<file path="src/rtl/wb_uart_pkg.sv">
// wb_uart shared definitions: register offsets, STAT bit
// indices and the TX/RX state encodings.
package wb_uart_pkg;

  localparam logic [1:0] REG_DATA = 2'd0;
  localparam logic [1:0] REG_STAT = 2'd1;
  localparam logic [1:0] REG_DIV  = 2'd2;
  localparam logic [1:0] REG_RSVD = 2'd3;

  localparam int STAT_RXV = 0;
  localparam int STAT_TXR = 1;
  localparam int STAT_TXB = 2;
  localparam int STAT_OVR = 3;
  localparam int STAT_FRM = 4;

  typedef enum logic [1:0] {
    TX_IDLE, TX_START, TX_DATA, TX_STOP
  } tx_state_t;

  typedef enum logic [1:0] {
    RX_IDLE, RX_START, RX_DATA, RX_STOP
  } rx_state_t;

endpackage

</file>
<file path="src/rtl/wb_uart_if.sv">
// Wishbone pipelined bus bundle, 16-bit data.
// master drives adr/cyc/stb/we/dat_i; slave drives dat_o/ack/stall.
interface wb_uart_if;
  logic [15:0] adr;
  logic        cyc;
  logic        stb;
  logic        we;
  logic [15:0] dat_i;
  logic [15:0] dat_o;
  logic        ack;
  logic        stall;

  modport master (
    output adr, cyc, stb, we, dat_i,
    input  dat_o, ack, stall
  );

  modport slave (
    input  adr, cyc, stb, we, dat_i,
    output dat_o, ack, stall
  );
endinterface

</file>
<file path="src/rtl/wb_uart_fifo.sv">
// Byte-wide synchronous FIFO for RX storage.
// Ports: clk, rst_n, push, pop, din, dout, empty, full.
module wb_uart_fifo #(
  parameter int DEPTH = 16
) (
  input  logic       clk,
  input  logic       rst_n,
  input  logic       push,
  input  logic       pop,
  input  logic [7:0] din,
  output logic [7:0] dout,
  output logic       empty,
  output logic       full
);
  localparam int AW = $clog2(DEPTH);

  logic [7:0]  mem [DEPTH];
  logic [AW:0] wptr;
  logic [AW:0] rptr;

  assign empty = wptr == rptr;
  assign full  = (wptr[AW] != rptr[AW]) &&
                 (wptr[AW-1:0] == rptr[AW-1:0]);
  assign dout  = mem[rptr[AW-1:0]];

  always_ff @(posedge clk or negedge rst_n) begin
    if (!rst_n) begin
      wptr <= '0;
      rptr <= '0;
    end else begin
      if (push) wptr <= wptr + 1'b1;
      if (pop)  rptr <= rptr + 1'b1;
    end
  end

  always_ff @(posedge clk) begin
    if (push) mem[wptr[AW-1:0]] <= din;
  end
endmodule

</file>
<file path="src/rtl/wb_uart.sv">
// Wishbone pipelined slave UART (8N1), 16-bit registers.
// Ports: clk, rst_n, wb (slave), rxd, txd, irq. Macro WB_UART_RX_FIFO_EN.
module wb_uart
  import wb_uart_pkg::*;
#(
  parameter logic [15:0] DIV_RESET = 16'd434,
  parameter int          RX_DEPTH  = 16
) (
  input  logic       clk,
  input  logic       rst_n,
  wb_uart_if.slave   wb,
  input  logic       rxd,
  output logic       txd,
  output logic       irq
);
  logic        acc, rd, wr;
  logic [1:0]  sel;
  logic        ack_q;
  logic [15:0] dat_q, rdata;
  logic [15:0] div_q;

  assign acc      = wb.cyc & wb.stb;
  assign rd       = acc & ~wb.we;
  assign wr       = acc & wb.we;
  assign sel      = wb.adr[2:1];
  assign wb.stall = 1'b0;
  assign wb.ack   = ack_q;
  assign wb.dat_o = dat_q;

  wire unused = &{1'b0, wb.adr[15:3], wb.adr[0]};

  // ---------------- TX ----------------
  tx_state_t   tx_st, tx_d;
  logic [15:0] tx_cnt, tx_cnt_d;
  logic [2:0]  tx_bit, tx_bit_d;
  logic [7:0]  tx_sh, tx_sh_d;
  logic        txd_q, txd_d;
  logic [7:0]  hold_q;
  logic        hold_full, take_hold;
  logic        tx_ready, tx_busy, tx_wr;

  // holding reg frees up in the same cycle it is moved
  assign tx_ready = ~hold_full | take_hold;
  assign tx_busy  = hold_full | (tx_st != TX_IDLE);
  assign tx_wr    = wr & (sel == REG_DATA) & tx_ready;
  assign txd      = txd_q;

  always_comb begin
    tx_d      = tx_st;
    tx_cnt_d  = tx_cnt;
    tx_bit_d  = tx_bit;
    tx_sh_d   = tx_sh;
    txd_d     = txd_q;
    take_hold = 1'b0;
    if (tx_st != TX_IDLE && tx_cnt != 16'd0)
      tx_cnt_d = tx_cnt - 16'd1;
    unique case (tx_st)
      TX_IDLE: if (hold_full) begin
        take_hold = 1'b1;
        tx_d      = TX_START;
        tx_sh_d   = hold_q;
        txd_d     = 1'b0;
        tx_cnt_d  = div_q - 16'd1;
      end
      TX_START: if (tx_cnt == 16'd0) begin
        tx_d     = TX_DATA;
        tx_bit_d = 3'd0;
        txd_d    = tx_sh[0];
        tx_cnt_d = div_q - 16'd1;
      end
      TX_DATA: if (tx_cnt == 16'd0) begin
        tx_cnt_d = div_q - 16'd1;
        if (tx_bit == 3'd7) begin
          tx_d  = TX_STOP;
          txd_d = 1'b1;
        end else begin
          tx_bit_d = tx_bit + 3'd1;
          tx_sh_d  = {1'b0, tx_sh[7:1]};
          txd_d    = tx_sh[1];
        end
      end
      TX_STOP: if (tx_cnt == 16'd0) begin
        if (hold_full) begin
          take_hold = 1'b1;
          tx_d      = TX_START;
          tx_sh_d   = hold_q;
          txd_d     = 1'b0;
          tx_cnt_d  = div_q - 16'd1;
        end else begin
          tx_d = TX_IDLE;
        end
      end
      default: tx_d = TX_IDLE;
    endcase
  end

  always_ff @(posedge clk or negedge rst_n) begin
    if (!rst_n) begin
      tx_st  <= TX_IDLE;
      tx_cnt <= '0;
      tx_bit <= '0;
      tx_sh  <= '0;
      txd_q  <= 1'b1;
    end else begin
      tx_st  <= tx_d;
      tx_cnt <= tx_cnt_d;
      tx_bit <= tx_bit_d;
      tx_sh  <= tx_sh_d;
      txd_q  <= txd_d;
    end
  end

  // ---------------- RX ----------------
  rx_state_t   rx_st, rx_d;
  logic [15:0] rx_cnt, rx_cnt_d;
  logic [2:0]  rx_bit, rx_bit_d;
  logic [7:0]  rx_sh, rx_sh_d;
  logic        rx_s1, rx_s2, rx_prev;
  logic        deliver, frm_set;

  always_comb begin
    rx_d     = rx_st;
    rx_cnt_d = rx_cnt;
    rx_bit_d = rx_bit;
    rx_sh_d  = rx_sh;
    deliver  = 1'b0;
    frm_set  = 1'b0;
    if (rx_st != RX_IDLE && rx_cnt != 16'd0)
      rx_cnt_d = rx_cnt - 16'd1;
    unique case (rx_st)
      RX_IDLE: if (rx_prev & ~rx_s2) begin
        rx_d     = RX_START;
        rx_cnt_d = {1'b0, div_q[15:1]} - 16'd1;
      end
      RX_START: if (rx_cnt == 16'd0) begin
        if (rx_s2) begin
          rx_d = RX_IDLE;
        end else begin
          rx_d     = RX_DATA;
          rx_bit_d = 3'd0;
          rx_cnt_d = div_q - 16'd1;
        end
      end
      RX_DATA: if (rx_cnt == 16'd0) begin
        rx_sh_d  = {rx_s2, rx_sh[7:1]};
        rx_cnt_d = div_q - 16'd1;
        if (rx_bit == 3'd7) rx_d = RX_STOP;
        else rx_bit_d = rx_bit + 3'd1;
      end
      RX_STOP: if (rx_cnt == 16'd0) begin
        rx_d    = RX_IDLE;
        deliver = rx_s2;
        frm_set = ~rx_s2;
      end
      default: rx_d = RX_IDLE;
    endcase
  end

  always_ff @(posedge clk or negedge rst_n) begin
    if (!rst_n) begin
      rx_st   <= RX_IDLE;
      rx_cnt  <= '0;
      rx_bit  <= '0;
      rx_sh   <= '0;
      rx_s1   <= 1'b1;
      rx_s2   <= 1'b1;
      rx_prev <= 1'b1;
    end else begin
      rx_st   <= rx_d;
      rx_cnt  <= rx_cnt_d;
      rx_bit  <= rx_bit_d;
      rx_sh   <= rx_sh_d;
      rx_s1   <= rxd;
      rx_s2   <= rx_s1;
      rx_prev <= rx_s2;
    end
  end

  // ---------------- RX storage ----------------
  logic       rx_valid, pop, ovr_set, rd_data;
  logic [7:0] rx_byte;

  assign rd_data = rd & (sel == REG_DATA);
  assign pop     = rd_data & rx_valid;
  assign irq     = rx_valid;

`ifdef WB_UART_RX_FIFO_EN
  logic fifo_empty, fifo_full, push;

  assign rx_valid = ~fifo_empty;
  assign push     = deliver & (~fifo_full | pop);
  assign ovr_set  = deliver & fifo_full & ~pop;

  wb_uart_fifo #(.DEPTH(RX_DEPTH)) u_rx_fifo (
    .clk   (clk),
    .rst_n (rst_n),
    .push  (push),
    .pop   (pop),
    .din   (rx_sh),
    .dout  (rx_byte),
    .empty (fifo_empty),
    .full  (fifo_full)
  );
`else
  logic        rx_full_q;
  logic [7:0]  rx_data_q;
  logic [31:0] unused_depth;

  assign unused_depth = RX_DEPTH;
  assign rx_valid     = rx_full_q;
  assign rx_byte      = rx_data_q;
  // a pop in the delivery cycle makes room, so no overrun
  assign ovr_set      = deliver & rx_full_q & ~pop;

  always_ff @(posedge clk or negedge rst_n) begin
    if (!rst_n) begin
      rx_full_q <= 1'b0;
      rx_data_q <= '0;
    end else if (deliver) begin
      rx_full_q <= 1'b1;
      rx_data_q <= rx_sh;
    end else if (pop) begin
      rx_full_q <= 1'b0;
    end
  end
`endif

  // ---------------- registers / bus ----------------
  logic rx_ovr, frm_err, stat_rd;

  assign stat_rd = rd & (sel == REG_STAT);

  always_comb begin
    rdata = '0;
    unique case (1'b1)
      (sel == REG_DATA): rdata = rx_valid ? {8'h00, rx_byte} : 16'h0;
      (sel == REG_STAT): begin
        rdata[STAT_RXV] = rx_valid;
        rdata[STAT_TXR] = tx_ready;
        rdata[STAT_TXB] = tx_busy;
        rdata[STAT_OVR] = rx_ovr;
        rdata[STAT_FRM] = frm_err;
      end
      (sel == REG_DIV):  rdata = div_q;
      (sel == REG_RSVD): rdata = '0;
      default: ;
    endcase
  end

  always_ff @(posedge clk or negedge rst_n) begin
    if (!rst_n) begin
      ack_q     <= 1'b0;
      dat_q     <= '0;
      div_q     <= DIV_RESET;
      hold_q    <= '0;
      hold_full <= 1'b0;
      rx_ovr    <= 1'b0;
      frm_err   <= 1'b0;
    end else begin
      ack_q   <= acc;
      dat_q   <= rd ? rdata : 16'h0;
      // a set event wins over the clearing read
      rx_ovr  <= (rx_ovr & ~stat_rd) | ovr_set;
      frm_err <= (frm_err & ~stat_rd) | frm_set;
      if (wr && sel == REG_DIV)
        div_q <= (wb.dat_i < 16'd2) ? 16'd2 : wb.dat_i;
      if (tx_wr) begin
        hold_q    <= wb.dat_i[7:0];
        hold_full <= 1'b1;
      end else if (take_hold) begin
        hold_full <= 1'b0;
      end
    end
  end
endmodule
</file>
<file path="src/flat_wrapper.sv">
// flat-port wrapper written by rule: the top's interface ports become plain ports
module wb_uart_flat import wb_uart_pkg::*;
#(
  parameter logic [15:0] DIV_RESET = 16'd434,
  parameter int          RX_DEPTH  = 16
)
  (clk, rst_n, rxd, txd, irq, wb_adr, wb_cyc, wb_stb, wb_we, wb_dat_i, wb_dat_o, wb_ack, wb_stall);
  wb_uart_if wb_i ();
  input  logic clk;
  input  logic rst_n;
  input  logic rxd;
  output logic txd;
  output logic irq;
  input wire logic [$bits(wb_i.adr)-1:0] wb_adr;
  input wire logic [$bits(wb_i.cyc)-1:0] wb_cyc;
  input wire logic [$bits(wb_i.stb)-1:0] wb_stb;
  input wire logic [$bits(wb_i.we)-1:0] wb_we;
  input wire logic [$bits(wb_i.dat_i)-1:0] wb_dat_i;
  output wire logic [$bits(wb_i.dat_o)-1:0] wb_dat_o;
  output wire logic [$bits(wb_i.ack)-1:0] wb_ack;
  output wire logic [$bits(wb_i.stall)-1:0] wb_stall;
  assign wb_i.adr = wb_adr;
  assign wb_i.cyc = wb_cyc;
  assign wb_i.stb = wb_stb;
  assign wb_i.we = wb_we;
  assign wb_i.dat_i = wb_dat_i;
  assign wb_dat_o = wb_i.dat_o;
  assign wb_ack = wb_i.ack;
  assign wb_stall = wb_i.stall;
  wb_uart #(.DIV_RESET(DIV_RESET), .RX_DEPTH(RX_DEPTH)) u_core (.clk(clk), .rst_n(rst_n), .wb(wb_i), .rxd(rxd), .txd(txd), .irq(irq));
endmodule
</file>
<file path="config.mk">
export PLATFORM = sky130hd
export DESIGN_NAME = wb_uart_flat
export DESIGN_NICKNAME = d
export VERILOG_FILES = /design/src/rtl/wb_uart_pkg.sv /design/src/rtl/wb_uart_if.sv /design/src/rtl/wb_uart_fifo.sv /design/src/rtl/wb_uart.sv /design/src/flat_wrapper.sv
export SDC_FILE = /design/constraint.sdc
export NUM_CORES = 1
export LEC_CHECK = 0
export ABC_AREA = 1
export CORE_MARGIN = 2
export CORE_UTILIZATION = 58
export DETAILED_ROUTE_END_ITERATION = 8
export PLACE_DENSITY = 0.82
export SLEW_MARGIN = 20
export SYNTH_ARGS = -nofsm -noshare
export SYNTH_HDL_FRONTEND = slang
export SYNTH_SLANG_ARGS = --single-unit
</file>
<file path="constraint.sdc">
create_clock -name clk -period 2.05 [get_ports clk]
set_input_delay 0.3075 -clock clk [delete_from_list [all_inputs] [get_ports clk]]
set_output_delay 0.3075 -clock clk [all_outputs]
set_load 0.005 [all_outputs]
</file>
==> flow_metrics.tcl, run 1 <==
# yosys + openroad results
set metrics [dict create \
    status "finished, final reports clean" \
    setup_viol 0 \
    p_int_mw 5.38 \
    drv_cap 0 \
    yosys-stat-area_um2 6630 \
    grt_antenna_before_repair 0 \
    reg2reg_from "u_core.div_q[1]" \
    synth_flops 115 \
    max_slew_margin_pct 61.8 \
    hp-class "in2reg" \
    arrival_ns 2.38 \
    antenna_cells 0 \
    hold_start "rxd" \
    ir_drop_v 0.000846 \
    ctsHtreeMaxLevel 4 \
    period_minus_slack_ns 2.03 \
    fp.dieW_um 111 \
    r2r-end "u_core.tx_cnt[14]" \
    cp.depth 12 \
    cp_slowest_cell "dfstp_2" \
    powerDensity_nw_per_um2 1050 \
    layout-drive-gt1-share_pct 17.4 \
    grt_pass1_wl_mm 28.1 \
    top_area_share_pct 40.0 \
    crit_type "reg2reg" \
    dp_hpwl_mm 11.6 \
    crit_family "simple AND/OR/NAND/NOR gates" \
    avgSynthCellArea_um2 7.79 \
    worst_ep_required_time_ns 2.40 \
    synth-edff-count 0 \
    netlist_instances 851 \
    path_cells "inv_1, ha_1, nand2_1, nor2_1, nand2_1, xor2_1, inv_1, nand2_1, nand3_1, nand2_1, inv_1, a21oi_1" \
    p_comb_share_pct 33.3 \
    io_pins 58 \
    syn-num-nets 908 \
    warnings 50 \
    slew_violations 0 \
    yosysTopAreaCell "dfrtp_1" \
]
## run 1: sequential cells by signal (all words and copies together) (netlist names), 2 cells and up, named ones only
signal,flops
u_core.tx_bit,3
u_core.rx_cnt,16
u_core.rx_byte,8
u_core.div_q,16
u_core.wb.dat_o,16
u_core.rx_bit,3
u_core.tx_sh,8
u_core.rx_sh,8
u_core.tx_cnt,16
u_core.hold_q,8
u_core.tx_st,2
## run 1: worst register-to-register path: cells and delay by family, from the launching register on
kind,cells,cell delay (ns)
buffers and inverters,3,0.22
xor gates and xnor gates,1,0.26
AOI/OAI and AO/OA,1,0.11
DFF,1,0.52
adders and majority gates,1,0.22
and+or+nand+nor,6,0.61
## run 1: per-layer routing
metal / part of all wire, % / global-route usage [%] / up-vias
li1: - / - / 2943
met4: 3.3 / 11.7 / 0
met5: 0 / 0 / -
met2: 48 / 46.1 / 322
met3: 7.0 / 5.80 / 64
met1: 42 / 37.2 / 2876
## run 1: area by class of cell
cell class | instances | area [um^2]
Fill cell | 747 | 2960
Timing Repair Buffer | 101 | 935
Sequential cell | 115 | 2890
Clock inverter | 13 | 101
Tap cell | 143 | 179
Inverter | 108 | 409
Multi-Input combinational cell | 607 | 3350
Clock buffer | 19 | 443
## run 1: cell usage in the layout, fill, tap and decap left out, types with 3 or more instances in the layout
cell type and count:
inv_2 9, nor3_1 10, clkbuf_16 17, nand3_1 39, nand4_1 10, o21ai_2 7, xor2_1 33, dfrtp_1 106
inv_1 97, nand2_1 214, buf_4 50, buf_12 5, o22ai_2 5, nor2_4 9, o21ai_0 74, nor2_1 87
o211ai_1 6, xnor2_1 3, nor2_2 6, clkdlybuf4s50_1 41, nand2_2 6, o22ai_1 15, a21oi_2 4, clkinvlp_4 5
nor4_1 4, a21oi_1 14, buf_6 3, ha_1 18, o21bai_1 3, dfstp_2 9, inv_6 5, nand2_4 6
o21ai_1 8
## run 1: metrics by stage
step	util [%]	power, mW	setup WS [ns]	cell area, um^2	std cells
5_1_grt	73.7	9.18	-0.0650	8310	1106
6_report	73.7	8.70	0.0211	8310	1106
3_3_place_gp	66.8	5.52	0.0833	7530	1062
3_5_place_dp	66.8	5.61	0.0530	7530	1062
2_1_floorplan	-	4.78	0.213	6630	851
4_1_cts	71.8	8.41	0.0119	8090	1095
## run 1: kinds of logic after synthesis
kind of cell	synth area share (%)
multiplexers	0.170
adder cells (fa/ha/maj)	3.58
buffers and inverters	7.70
AND-OR/OR-AND	13.3
XOR/XNOR	5.02
other	0.0565
flip-flops	43.6
AND/OR/NAND/NOR	26.7
## run 1: what timing repair did
item	4_1_cts	5_1_grt
hold endpoints to repair	33	0
pin swaps	0	8
gates cloned	0	2
resized	2	37
hold buffers	1	0
endpoints found under the setup margin	2	46
setup buffers	0	9
## run 1: power by group through the flow
stage	registers (mW)	logic (mW)	clock network (mW)
5_1_grt	3.12	3.21	2.85
2_1_floorplan	2.99	1.79	0
4_1_cts	3.04	2.64	2.73
3_5_place_dp	3.06	2.55	0
6_report	3.07	2.90	2.73
3_3_place_gp	3.05	2.47	0
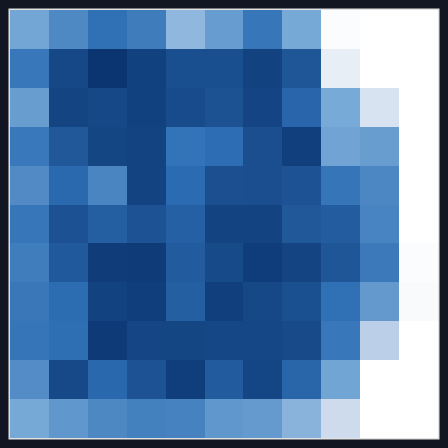
*Cell density map, run 1*
11 x 11 tiles, from white (low) to dark blue (high), 0 to 100% covered.
emptiest ninth of the die	north-east
mean over tiles	66%
nearly empty tiles	12%
Util after Layout: 73.7%
Initial Util: 58.8%
core area: 11300 um^2

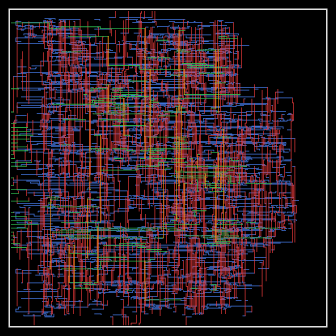
*Signal wires by layer, run 1*
layer	color	wire length
metal 4	orange	577 um
metal 2	red	8470 um
metal 3	green	1230 um
metal 1	blue	7330 um
GR Util All Layers: 28.3%
via count: 6205
DR WL/cell: 15.9 um
Detailed Route WL: 17.6 mm

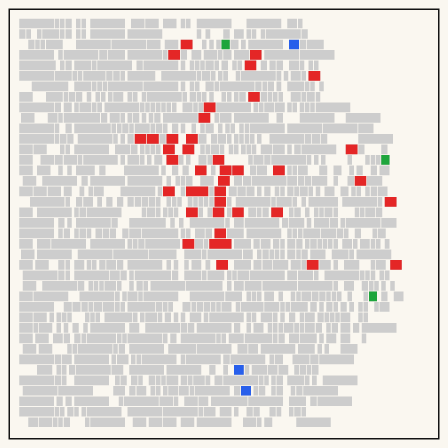
*Logic cells by family, run 1*
family	color	cells
XOR/XNOR gates	red	38
AND and OR gates	green	3
AND-OR and OR-AND gates	blue	3
most numerous logic cell after layout: nand2_1
Comb/total area: 40.3%
Finished Layout Cells: 1106

### Signal wires on met2, run 1

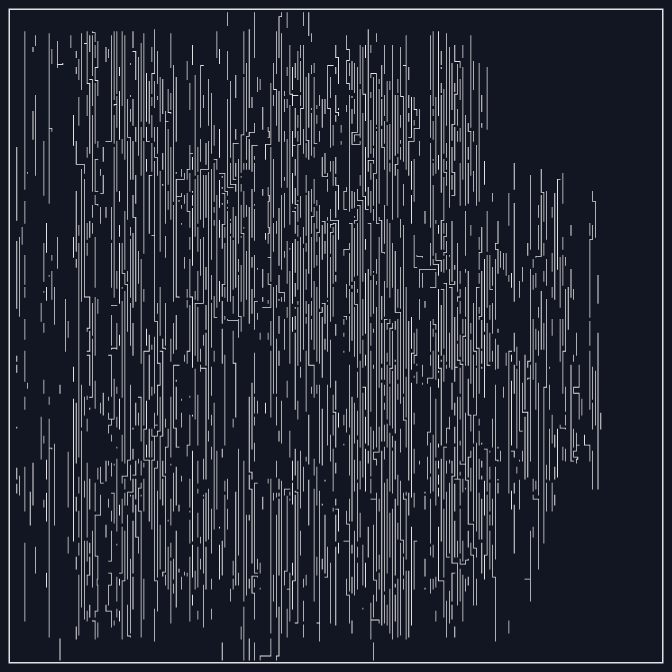

--- run 2 (diff from run 1) ---
Settings changed: TNS_END_PERCENT from default to 50.
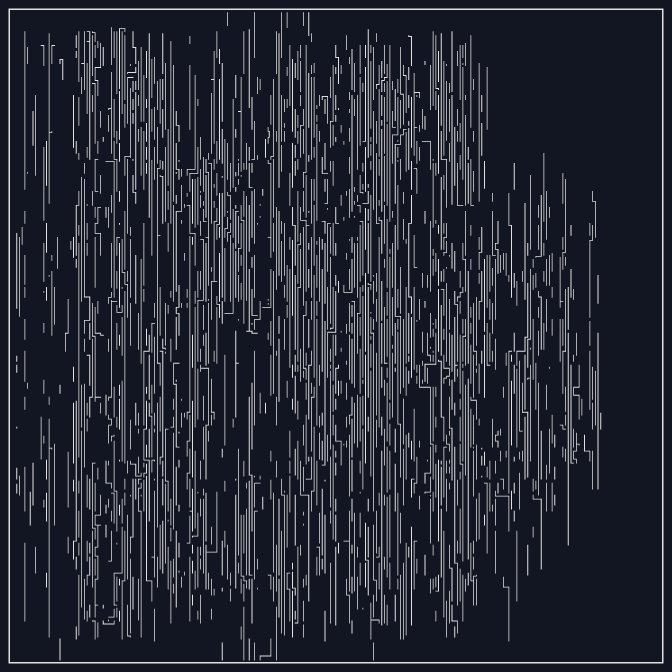
*Signal wires on met2, run 2*
wire length on this layer	8340 um
share of all routed wire	48%
Detailed Route WL: 17.6 mm
Global Route met2 Usage: 46.1%
via count: 6232

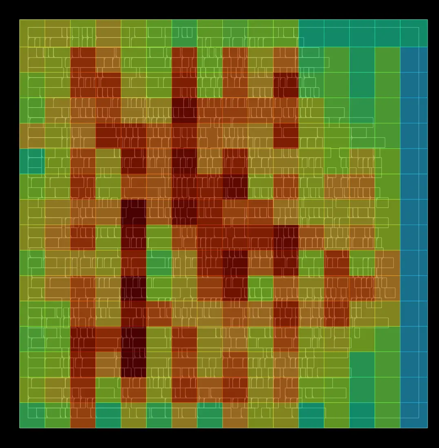
*Track usage over the die, run 2*
met1 global-route usage: 37.2%
Util after Layout: 73.4%
Top Usage Layer GRT: met2

==> run 2 against run 1 <==
The flow now finishes with violations (negative setup slack). Critical path depth is the same. Cell area shrank 0.45%. Worst hold slack gained 0.0014 ns. Utilization shrank 0.33 points. Fmax shrank 5.6%. Critical endpoint unchanged.
==> flow_metrics.tcl, run 2 <==
# yosys + openroad results
set metrics [dict create \
    grt.total_usage_pct 28.3 \
    antenna_cells 0 \
    grt_antenna_before_repair 0 \
    violations "negative setup slack" \
    reg2reg_from "u_core.div_q[1]" \
    ir_drop_v 0.000804 \
    layout_setup_ws_ns -0.0982 \
    drt-wirelength-per-cell_um 15.9 \
    layout-drive-gt1-share_pct 16.3 \
    arrival_ns 2.49 \
    grt_pass1_wl_mm 28.1 \
    p_int_mw 5.37 \
    setup_viol 1 \
    synth_flops 115 \
    ctsHtreeMaxLevel 4 \
    initial_core_util_pct 58.8 \
    hp-class "in2reg" \
    status "finished with violations" \
    io_pins 58 \
    syn-num-nets 908 \
    powerDensity_nw_per_um2 1050 \
]
[run 2: cell counts after synthesis]
Identical to the previous run, type by type.
[run 2: timing repair]
| action | 4_1_cts | 5_1_grt |
|---|---|---|
| cloned | 0 | 1 |
| resized | 2 | 27 |
| pin swaps | 0 | 6 |
| endpoints found under the hold margin | 33 | 0 |
| hold buffers | 1 | 0 |
| buffers inserted | 0 | 9 |
| setup endpoints to repair | 2 | 46 |
[run 2: layout make-up]
cell class,count,area [um^2],share of cell area [%]
inverter,108,405,4.90
clock buffer,19,443,5.36
clock inverter,13,101,1.23
tap,143,179,2.16
sequential,115,2890,34.9
timing repair buffer,100,930,11.2
multi-input combinational,607,3320,40.2
[run 2: metal layers]
| layer | wire length [um] | vias to the layer above | track usage, % |
|---|---|---|---|
| met5 | 0 | - | 0 |
| met4 | 711 | 0 | 11.7 |
| met3 | 1240 | 75 | 5.80 |
| met2 | 8340 | 333 | 46.1 |
| met1 | 7260 | 2884 | 37.2 |
| li1 | - | 2940 | - |
[run 2: worst register-to-register path: cells and delay by family, from the launching register on]
family                     cells  cell delay (ns)
buffers and inverters          3             0.27
xor gates and xnor gates       1             0.31
DFF                            1             0.53
AOI/OAI and AO/OA              1             0.13
and+or+nand+nor                6             0.60
adders and majority gates      1             0.22
[run 2: metrics by stage]
step | setup TNS, ns | worst slack, ns | cell area (um^2)
after floorplan | 0 | 0.213 | 6630
after global placement | 0 | 0.0833 | 7530
after detailed placement | 0 | 0.0530 | 7530
after CTS | 0 | 0.0119 | 8090
after global routing | -0.333 | -0.145 | 8270
final | -0.0982 | -0.0982 | 8270
[run 2: worst min path at each step]
| stage | startpoint | to | slack (ns) | depth (start not counted) |
|---|---|---|---|---|
| after detailed placement | rst_n | u_core.rx_sh[2] | 0.30 | 1 |
| final | rxd | u_core.rx_s1 | 0.30 | 1 |
| after floorplan | rst_n | asynchronous set/reset pin | 0.01 | 0 |
| after global placement | rst_n | u_core.rx_sh[3] | 0.31 | 1 |
| after global routing | rxd | u_core.rx_s1 | 0.31 | 1 |
| after CTS | rxd | u_core.rx_s1 | 0.30 | 1 |
[run 2: cells by family (layout without fill, tap and decap cells)]
logic type      after synthesis  count (layout)  share of synthesized area, %
other cells                   1               1                        0.0565
xor+xnor                     38              38                          5.02
mux                           1               1                         0.170
simple gates                400             400                          26.7
buf+inv                     129             240                          7.70
compound gates              148             148                          13.3
fa+ha+maj                    19              19                          3.58
flops                       115             115                          43.6
[run 2: power groups by stage]
stage	sequential (mW)	clock (mW)	combinational, mW
after detailed placement	3.06	0	2.55
after global routing	3.12	2.85	3.19
after floorplan	2.99	0	1.79
after CTS	3.04	2.73	2.64
final	3.07	2.74	2.87
after global placement	3.05	0	2.47
### Cell density map, run 2

11 x 11 tiles, from white (low) to dark blue (high), 0 to 100% covered.
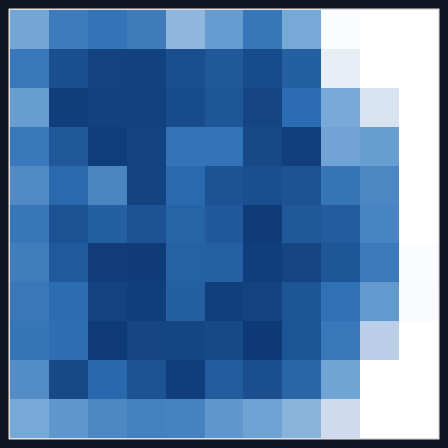

--- run 3 (diff from run 2) ---
Settings changed: CORE_UTILIZATION 58 to 39, PLACE_DENSITY 0.82 to 0.6.
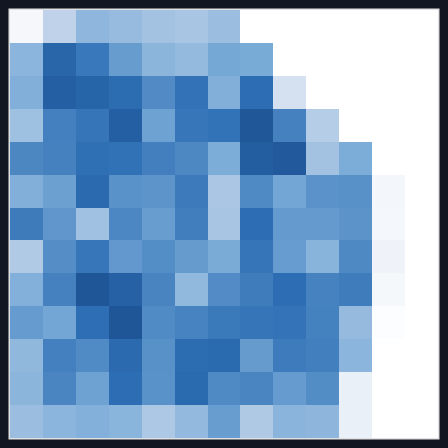
*Cell density map, run 3*
13 x 13 tiles, from white (low) to dark blue (high), 0 to 100% covered.
fullest tile	85%
tiles over 75% full	12%
emptiest ninth of the die	north-east
Util after Layout: 51.4%
core area: 16600 um^2
Initial Util: 40.0%

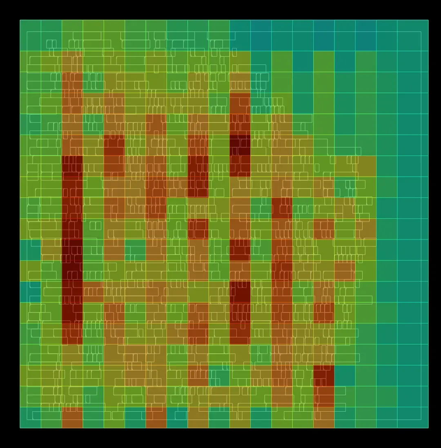
*Track usage over the die, run 3*
met3 Usage GRT: 3.29%
GR Util All Layers: 19.3%
met1 global-route usage: 26.2%
DR WL/cell: 14.0 um
Global Route met2 Usage: 31.4%

==> run 3 against run 2 <==
The flow now finishes without violations. Combinational power fell by 5%. Power rose by 1.9%. Worst hold slack got worse by 0.0079 ns. Sequential power fell by 1%. Routed wire length fell by 4.7%. Clock skew barely moved.
==> flow_metrics.tcl, run 3 <==
# yosys + openroad results
set metrics [dict create \
    status "finished, final reports clean" \
    logic_area_um2 3300 \
    ctsHtreeMaxLevel 4 \
    wl_met2_mm 7.89 \
    ys_sh_adder_pct 3.58 \
    fin_cells 1193 \
    layout-drive-gt1-share_pct 17.3 \
    dr_wl_met3_um 454 \
    drv_cap 0 \
    hp-class "in2reg" \
    netlist_instances 851 \
    period_minus_slack_ns 1.95 \
    hold_viol 0 \
    lay_top_count "nand2_1" \
    antenna_cells 0 \
    ir_drop_v 0.000562 \
    max_slew_margin_pct 65.9 \
    top_layer_used "met4" \
    synth-xor-area-share_pct 5.02 \
    top_logic_kind "simple AND/OR/NAND/NOR gates" \
    dp_cells 1150 \
    grt_antenna_before_repair 0 \
    regArea_um2 2890 \
    wirelength_met1_mm 8.11 \
    powerDensity_nw_per_um2 1040 \
    avgSynthCellArea_um2 7.79 \
    top_area_share_pct 40.0 \
    ys_sh_aoi_pct 13.3 \
    tns_ns 0 \
    worst_ep_required_time_ns 2.39 \
    nFillCells 1594 \
    yosys-stat-area_um2 6630 \
    p_int_mw 5.75 \
    io_pins 58 \
    dr_total_vias 5817 \
    synth_flops 115 \
    setup_viol 0 \
    finalWirelength_mm 16.7 \
    dp_hpwl_mm 12.5 \
    slew_violations 0 \
    simple_gate_area_share_pct 26.7 \
    p_comb_share_pct 30.9 \
    arrival_ns 2.29 \
    muxShareOfSynthArea_pct 0.170 \
    crit_type "reg2reg" \
    place_area_um2 7720 \
]
==> run 3: cell counts after synthesis <==
Identical to the previous run, type by type.
==> run 3: kinds of logic after synthesis <==
group / after synthesis
other: 1
DFF: 115
muxes: 1
adders and majority gates: 19
xor gates and xnor gates: 38
AOI/OAI and AO/OA: 148
and+or+nand+nor: 400
buffers and inverters: 129
==> run 3: per-layer routing <==
metal / GRT usage (%) / vias up
met5: 0 / -
met4: 6.20 / 0
met3: 3.29 / 18
met2: 31.4 / 92
met1: 26.2 / 2734
li1: - / 2973
==> run 3: through the flow <==
step           power (mW)  setup WS, ns  utilization, %  hold WS, ns
2_1_floorplan        4.78         0.213               -       0.0119
3_3_place_gp         5.68        0.0786            46.5        0.315
3_5_place_dp         5.71        0.0603            46.5        0.312
4_1_cts              8.83        0.0285            50.3        0.281
5_1_grt              9.44       -0.0709            51.4        0.295
6_report             8.85         0.100            51.4        0.294
==> run 3: repair_timing <==
item | 4_1_cts | 5_1_grt
gates resized | 0 | 25
setup buffers | 0 | 8
endpoints found under the hold margin | 31 | 0
hold buffers | 1 | 0
setup endpoints to repair | 0 | 59
==> run 3: layout make-up <==
| class | instances | share of cell area [%] |
|---|---|---|
| clock buffers | 18 | 5.15 |
| clock inverters | 14 | 2.06 |
| inverters | 108 | 4.76 |
| multi-input cells | 607 | 38.7 |
| flip-flops and latches | 115 | 33.9 |
| well taps | 220 | 3.23 |
| repair buffers | 111 | 12.2 |
==> run 3: power by group through the flow <==
stage	Clock (mW)	Combinational (mW)	Sequential (mW)
floorplan	0	1.79	2.99
global placement	0	2.63	3.05
detailed placement	0	2.66	3.05
CTS	3.14	2.67	3.02
global route	3.24	3.12	3.08
finish	3.09	2.73	3.03
==> run 3: worst max-delay path: stages, from the launching register on <==
cell	delay, ns
dfrtp_1	0.40
inv_1	0.10
buf_4	0.12
ha_1	0.16
inv_1	0.12
nor2_2	0.20
nand2_4	0.08
a211oi_4	0.25
buf_6	0.17
buf_12	0.11
o211ai_1	0.08
o21ai_1	0.08
==> run 3: worst paths after layout <==
check / depth (start not counted) / startpoint / end / slack, ns
max: 11 / u_core.tx_st[0] / u_core.tx_sh[4] / 0.10
min in group asynchronous: 2 / rst_n / u_core.rx_sh[1] / 0.40
max in group asynchronous: 3 / rst_n / u_core.div_q[8] / 0.96
min: 1 / rxd / u_core.rx_s1 / 0.29
min reg2reg: 0 / u_core.rx_s1 / u_core.rx_s2 / 0.36
max reg2reg: 11 / u_core.tx_st[0] / u_core.tx_sh[4] / 0.10
Power and IR drop assume default switching activity.
